## src/rtl/router_nport.sv

```systemverilog
// router_nport: steers one ingress byte stream into NUM_PORTS output FIFOs selected by the header address.
// Latency: header lands in its FIFO on its acceptance edge when the target is empty; read data appears 1 cycle after read_enb.
// Backpressure: busy stalls the source (data_in held) in WAIT_EMPTY, CHECK, and in LOAD_DATA while the target FIFO is full.
//
// Ports:
//   clock, resetn          single rising-edge clock, asynchronous active-low reset
//   pkt_valid, data_in     ingress stream; pkt_valid=0 marks the trailing parity byte
//   read_enb[p]            per-port pop request, ignored when the FIFO is empty
//   data_out[p*DW +: DW]   per-port registered read data, held between reads
//   valid_out[p]           per-port FIFO non-empty
//   busy                   ingress stall
//   error                  one-cycle pulse on parity or payload-length mismatch
//   drop                   one-cycle pulse when a packet with an invalid address ends
// Optional feature: define ROUTER_BROADCAST_EN to treat addr 2'b11 as broadcast to every port.
module router_nport #(
    parameter int NUM_PORTS = 3,
    parameter int DW        = 8,
    parameter int DEPTH     = 16,
    parameter int TIMEOUT   = 30
) (
    input  logic                    clock,
    input  logic                    resetn,
    input  logic                    pkt_valid,
    input  logic [DW-1:0]           data_in,
    input  logic [NUM_PORTS-1:0]    read_enb,
    output logic [NUM_PORTS*DW-1:0] data_out,
    output logic [NUM_PORTS-1:0]    valid_out,
    output logic                    busy,
    output logic                    error,
    output logic                    drop
);

    localparam int AW = $clog2(DEPTH);
    localparam int LW = DW - 2;
    localparam int TW = $clog2(TIMEOUT + 1);

    localparam logic [2:0] S_IDLE  = 3'd0;
    localparam logic [2:0] S_WAIT  = 3'd1;
    localparam logic [2:0] S_LOAD  = 3'd2;
    localparam logic [2:0] S_CHECK = 3'd3;
    localparam logic [2:0] S_DROP  = 3'd4;

    typedef struct packed {
        logic [LW-1:0] len;
        logic [1:0]    addr;
    } hdr_t;

    if (NUM_PORTS < 2 || NUM_PORTS > 4 || DW < 8 || DEPTH < 4 || (DEPTH & (DEPTH - 1)) != 0)
    begin : g_bad_param
        $error("router_nport: illegal NUM_PORTS/DW/DEPTH combination");
    end

    // ------------------------------------------------------------------
    // Ingress control state
    // ------------------------------------------------------------------
    logic [2:0]    state_q, state_d;
    hdr_t          hdr_q, hdr_d;
    logic [DW-1:0] par_q, par_d;
    logic [LW-1:0] cnt_q, cnt_d;
    logic          mis_q, mis_d;
    logic          drop_q, drop_d;

    hdr_t                 hdr_in;
    logic [1:0]           addr;
    logic                 bcast;
    logic                 addr_ok;
    logic [NUM_PORTS-1:0] sel;
    logic [NUM_PORTS-1:0] empty;
    logic [NUM_PORTS-1:0] full;
    logic [NUM_PORTS-1:0] wr_en;
    logic [NUM_PORTS-1:0] rd_en;
    logic [NUM_PORTS-1:0] flush;
    logic                 tgt_empty;
    logic                 tgt_full;
    logic                 accept;
    logic                 wr_any;
    logic [DW-1:0]        wdata;

    assign hdr_in = data_in;

    // In IDLE the incoming byte is the header, so route on it directly;
    // afterwards the captured header decides the destination.
    assign addr = (state_q == S_IDLE) ? hdr_in.addr : hdr_q.addr;

`ifdef ROUTER_BROADCAST_EN
    if (NUM_PORTS == 4) begin : g_bad_bcast
        $error("router_nport: broadcast address 2'b11 collides with port 3");
    end
    assign bcast = (addr == 2'b11);
`else
    assign bcast = 1'b0;
`endif

    for (genvar p = 0; p < NUM_PORTS; p++) begin : g_sel
        assign sel[p] = bcast || (addr == 2'(p));
    end

    assign addr_ok   = ({1'b0, addr} < 3'(NUM_PORTS)) || bcast;
    // All selected FIFOs must be empty to start; any selected full FIFO stalls.
    assign tgt_empty = &(empty | ~sel);
    assign tgt_full  = |(full & sel);

    always_comb begin
        busy = 1'b0;
        case (state_q)
            S_WAIT:  busy = 1'b1;
            S_LOAD:  busy = tgt_full;
            S_CHECK: busy = 1'b1;
            default: busy = 1'b0;
        endcase
    end

    assign accept = !busy && (((state_q == S_IDLE) && pkt_valid) ||
                              (state_q == S_LOAD) || (state_q == S_DROP));

    assign wr_any = ((state_q == S_IDLE) && pkt_valid && addr_ok && tgt_empty) ||
                    ((state_q == S_WAIT) && tgt_empty) ||
                    ((state_q == S_LOAD) && !busy);

    // A header parked in WAIT_EMPTY is replayed from hdr_q; everything else streams through.
    assign wdata = (state_q == S_WAIT) ? hdr_q : data_in;
    assign wr_en = sel & {NUM_PORTS{wr_any}};

    always_comb begin
        state_d = state_q;
        hdr_d   = hdr_q;
        par_d   = par_q;
        cnt_d   = cnt_q;
        mis_d   = mis_q;
        drop_d  = 1'b0;
        case (state_q)
            S_IDLE: begin
                if (pkt_valid) begin
                    hdr_d = hdr_in;
                    par_d = data_in;
                    cnt_d = '0;
                    if (!addr_ok)       state_d = S_DROP;
                    else if (tgt_empty) state_d = S_LOAD;
                    else                state_d = S_WAIT;
                end
            end
            S_WAIT: begin
                if (tgt_empty) state_d = S_LOAD;
            end
            S_LOAD: begin
                if (accept) begin
                    if (pkt_valid) begin
                        par_d = par_q ^ data_in;
                        if (cnt_q != '1) cnt_d = cnt_q + LW'(1);
                    end else begin
                        mis_d   = (data_in != par_q) || (cnt_q != hdr_q.len);
                        state_d = S_CHECK;
                    end
                end
            end
            S_CHECK: state_d = S_IDLE;
            S_DROP: begin
                if (!pkt_valid) begin
                    drop_d  = 1'b1;
                    state_d = S_IDLE;
                end
            end
            default: state_d = S_IDLE;
        endcase
    end

    always_ff @(posedge clock or negedge resetn) begin
        if (!resetn) begin
            state_q <= S_IDLE;
            hdr_q   <= '0;
            par_q   <= '0;
            cnt_q   <= '0;
            mis_q   <= 1'b0;
            drop_q  <= 1'b0;
        end else begin
            state_q <= state_d;
            hdr_q   <= hdr_d;
            par_q   <= par_d;
            cnt_q   <= cnt_d;
            mis_q   <= mis_d;
            drop_q  <= drop_d;
        end
    end

    assign error = (state_q == S_CHECK) && mis_q;
    assign drop  = drop_q;

    // ------------------------------------------------------------------
    // Per-port FIFO with registered read data and stale-data timer
    // ------------------------------------------------------------------
    for (genvar p = 0; p < NUM_PORTS; p++) begin : g_port
        logic [DW-1:0] mem_q [DEPTH];
        logic [AW-1:0] wp_q, rp_q;
        logic [AW:0]   fcnt_q;
        logic [DW-1:0] dout_q;
        logic [TW-1:0] tmr_q, tmr_d;
        logic          stale;

        assign empty[p] = (fcnt_q == '0);
        assign full[p]  = (fcnt_q == (AW+1)'(DEPTH));
        assign rd_en[p] = read_enb[p] && !empty[p];

        // Timer runs only while data sits unread; the TIMEOUT-th such cycle flushes.
        assign stale    = !empty[p] && !read_enb[p];
        assign flush[p] = stale && (tmr_q == TW'(TIMEOUT - 1));
        assign tmr_d    = (stale && !flush[p]) ? tmr_q + TW'(1) : '0;

        // A flush beats a same-cycle write: the byte is lost, pointers restart at 0.
        always_ff @(posedge clock) begin
            if (wr_en[p] && !flush[p]) mem_q[wp_q] <= wdata;
        end

        always_ff @(posedge clock or negedge resetn) begin
            if (!resetn) begin
                wp_q   <= '0;
                rp_q   <= '0;
                fcnt_q <= '0;
                dout_q <= '0;
                tmr_q  <= '0;
            end else if (flush[p]) begin
                wp_q   <= '0;
                rp_q   <= '0;
                fcnt_q <= '0;
                dout_q <= '0;
                tmr_q  <= '0;
            end else begin
                tmr_q <= tmr_d;
                if (wr_en[p]) wp_q <= wp_q + AW'(1);
                if (rd_en[p]) begin
                    dout_q <= mem_q[rp_q];
                    rp_q   <= rp_q + AW'(1);
                end
                fcnt_q <= fcnt_q + (AW+1)'(wr_en[p]) - (AW+1)'(rd_en[p]);
            end
        end

        assign data_out[p*DW +: DW] = dout_q;
        assign valid_out[p]         = !empty[p];
    end

endmodule

```

## config.mk

```make
export PLATFORM = sky130hd
export DESIGN_NAME = router_nport
export DESIGN_NICKNAME = d
export VERILOG_FILES = /design/src/rtl/router_nport.sv
export SDC_FILE = /design/constraint.sdc
export NUM_CORES = 1
export LEC_CHECK = 0
export ABC_AREA = 1
export CORE_ASPECT_RATIO = 1.75
export CORE_UTILIZATION = 58
export CTS_BUF_LIST = sky130_fd_sc_hd__clkbuf_4 sky130_fd_sc_hd__clkbuf_8
export DETAILED_ROUTE_END_ITERATION = 10
export PLACE_DENSITY = 0.86
export SYNTH_ARGS = -nofsm -noshare
export SYNTH_HDL_FRONTEND = slang
export SYNTH_SLANG_ARGS = --single-unit
```

## constraint.sdc

```tcl
create_clock -name clock -period 3.23 [get_ports clock]
set_input_delay 0.646 -clock clock [delete_from_list [all_inputs] [get_ports clock]]
set_output_delay 0.646 -clock clock [all_outputs]
set_load 0.03 [all_outputs]
```

Figure 1. Metal 4.
Bar = 50 um.
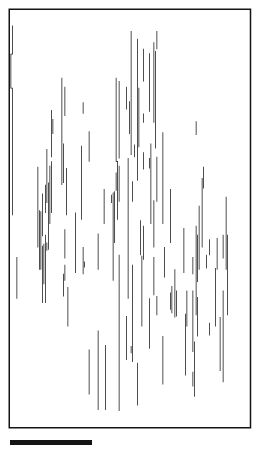
longest straight run: 95.2 um
wire length on this layer: 3190 um
nets with wire on the layer: 85
main direction: vertical
share of all routed wire: 6.3%
total number of vias: 15240
final WL: 50800 um

Figure 2. Signal wires by layer.
Bar = 50 um.
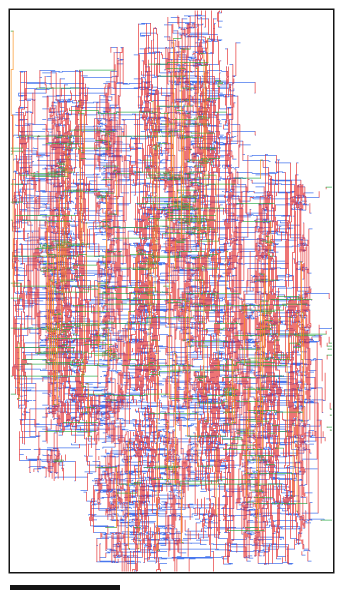
legend:
  green:
    layer: M3
    wire_length: 3280 um
  red:
    layer: M2
    wire_length: 27.4 mm
  orange:
    layer: M4
    wire_length: 3190 um
  blue:
    layer: M1
    wire_length: 16900 um
GRT Overall Usage: 0.2822
average routed wire per standard cell: 19.83 um

==> notes.md <==
fresh numbers from the pnr run: Slew @ Worst Pin 1061 ps, startpoint-to-endpoint class of the critical path reg2out, ordered cell list for the critical path inv_1 -> ha_1 -> nand3_1 -> nor2_1 -> inv_1 -> clkdlybuf4s50_1, Final Total Pwr 0.02233 W, worst min-delay path category in2async, count of different cell masters after synthesis 36, fraction of synthesis flops using an asynchronous set or reset pin 0.2147, Setup Viol. Count Final 0, clock tree from TritonCTS built, largest voltage drop on the vdd net 0.0005919 V, met2 Use GR 0.5185, Largest regs g_port.mem_q x384, g_port.dout_q x24, Crit. End Element primary output, critical path endpoint valid_out[2], Max Buffers Root-to-Sink 3, count of max-cap constraint violations 0, run status completed, arrival time at the worst endpoint 2370 ps, final design instance area without fill 24180 um^2, critical path fanouts, max 5, Area Overhead vs Synth 14.24%, period utilisation layout 0.9329, RR Endpoint g_port[1].fcnt_q[4]$_DFF_PN0_, power density over the cells 923.3 nW/um^2, via count of the first global-routing pass 15790, cell leakage power 9.627 nW, post-synth tally of flip-flops with integrated enable 384, critical path's top delay family buffers and inverters, global-route wire length before repair 80300 um, clock sink count 489, yosys stat cell total 1904, beginning of the worst register-to-register path g_port[1].fcnt_q[3]$_DFF_PN0_, worst r2r path cells 16, yosys-reported design area after synthesis 21170 um^2, placement-stage cell area 22740 um^2, number of standard cells after synthesis 1904, Gates resized, CTS repair 0, Buf+Inv Stages, Crit Path 3, highest attainable clock frequency 331.9 MHz, WL met3 3283 um, CTS buffer count 68
Figure 3. Placement by cell class.
Bar = 50 um. Fill, decap, tap and diode cells in gray.
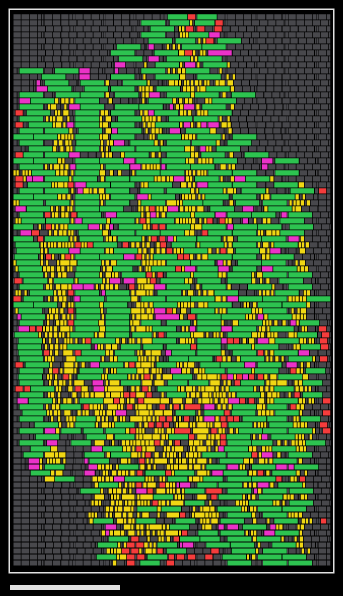
legend:
  green:
    class: registers
    cells: 489
    share_of_their_area: 60%
  magenta:
    class: clock drivers and dummy loads
    cells: 125
    share_of_their_area: 6.1%
  red:
    class: remaining buffers and delay cells
    cells: 153
    share_of_their_area: 5.5%
  yellow:
    class: remaining logic cells
    cells: 1323
    share_of_their_area: 28%
placeable core region: 36030 um^2
number of placement rows: 92

==> cell type report <==
type	instances	area [um^2]	share of cell area
sequential	489	14160	0.5857
multi-input combinational	1207	6265	0.2591
timing repair buffer	153	1289	0.05329
clock buffer	103	1255	0.05190
tap	470	588.1	0.02432
inverter	116	435.4	0.01801
clock inverter	22	185.2	0.007658
antenna	1	2.502	0.0001035
==> Yosys cell counts, types with 3 or more instances <==
library cell,number,area share
sky130_fd_sc_hd__a21o_1,3,0.0011
sky130_fd_sc_hd__a21oi_1,137,0.032
sky130_fd_sc_hd__a22oi_1,64,0.023
sky130_fd_sc_hd__a31oi_1,3,0.00089
sky130_fd_sc_hd__buf_1,18,0.0032
sky130_fd_sc_hd__buf_2,6,0.0014
sky130_fd_sc_hd__clkbuf_1,63,0.011
sky130_fd_sc_hd__clkinv_1,8,0.0014
sky130_fd_sc_hd__dfrtp_1,105,0.12
sky130_fd_sc_hd__edfxtp_1,384,0.54
sky130_fd_sc_hd__fa_1,3,0.0028
sky130_fd_sc_hd__ha_1,40,0.024
sky130_fd_sc_hd__inv_1,102,0.018
sky130_fd_sc_hd__inv_2,6,0.0011
sky130_fd_sc_hd__nand2_1,470,0.083
sky130_fd_sc_hd__nand2_2,8,0.0024
sky130_fd_sc_hd__nand2_4,6,0.0032
sky130_fd_sc_hd__nand3_1,232,0.055
sky130_fd_sc_hd__nand4_1,20,0.0059
sky130_fd_sc_hd__nand4_2,3,0.0018
sky130_fd_sc_hd__nor2_1,76,0.013
sky130_fd_sc_hd__nor2_4,5,0.0027
sky130_fd_sc_hd__nor3_1,26,0.0061
sky130_fd_sc_hd__o21ai_0,53,0.013
sky130_fd_sc_hd__o22ai_1,6,0.0018
sky130_fd_sc_hd__or2_2,8,0.0024
sky130_fd_sc_hd__xnor2_1,14,0.0058
sky130_fd_sc_hd__xor2_1,24,0.0099
==> what timing repair did <==
| item | in CTS | in global routing |
|---|---|---|
| hold buffers | 0 | 0 |
| buffers inserted | 0 | 0 |
| endpoints found under the setup margin | 0 | 1 |
==> cell usage in the layout (no fill, tap or decap), drive strengths merged, types with 41 or more instances in the layout <==
| cell | count |
|---|---|
| edfxtp | 384 |
| buf | 112 |
| a22oi | 64 |
| nand3 | 234 |
| inv | 113 |
| o21ai | 54 |
| nand2 | 484 |
| clkdlybuf4s50 | 41 |
| dfrtp | 105 |
| a21oi | 137 |
| clkbuf | 103 |
| nor2 | 81 |
==> power breakdown <==
group          switching [W]  internal (W)
sequential          0.000547       0.00816
combinational        0.00583       0.00279
clock                0.00232       0.00268
==> cell families (layout without fill, tap and decap cells) <==
group                      Yosys count  count (layout)  share of synthesized area
xor gates and xnor gates            38              38                    0.01572
adders and majority gates           43              43                    0.02648
other                                0               1                          0
DFF                                489             489                     0.6689
AOI/OAI and AO/OA                  267             267                    0.07158
and+or+nand+nor                    859             859                     0.1779
buffers and inverters              208             394                    0.03943
==> per-stage QoR <==
stage,setup slack (ps),utilization,TNS (ps),instances
floorplan,-130.6,-,-50130,1904
global placement,-60.08,0.6311,-136.2,2435
detailed placement,-156.6,0.6311,-406.2,2435
CTS,187.1,0.6711,0,2560
global route,16.27,0.6712,0,2561
finish,216.7,0.6712,0,2561
Power figures rest on the tool's default switching activity, not on a simulated workload.
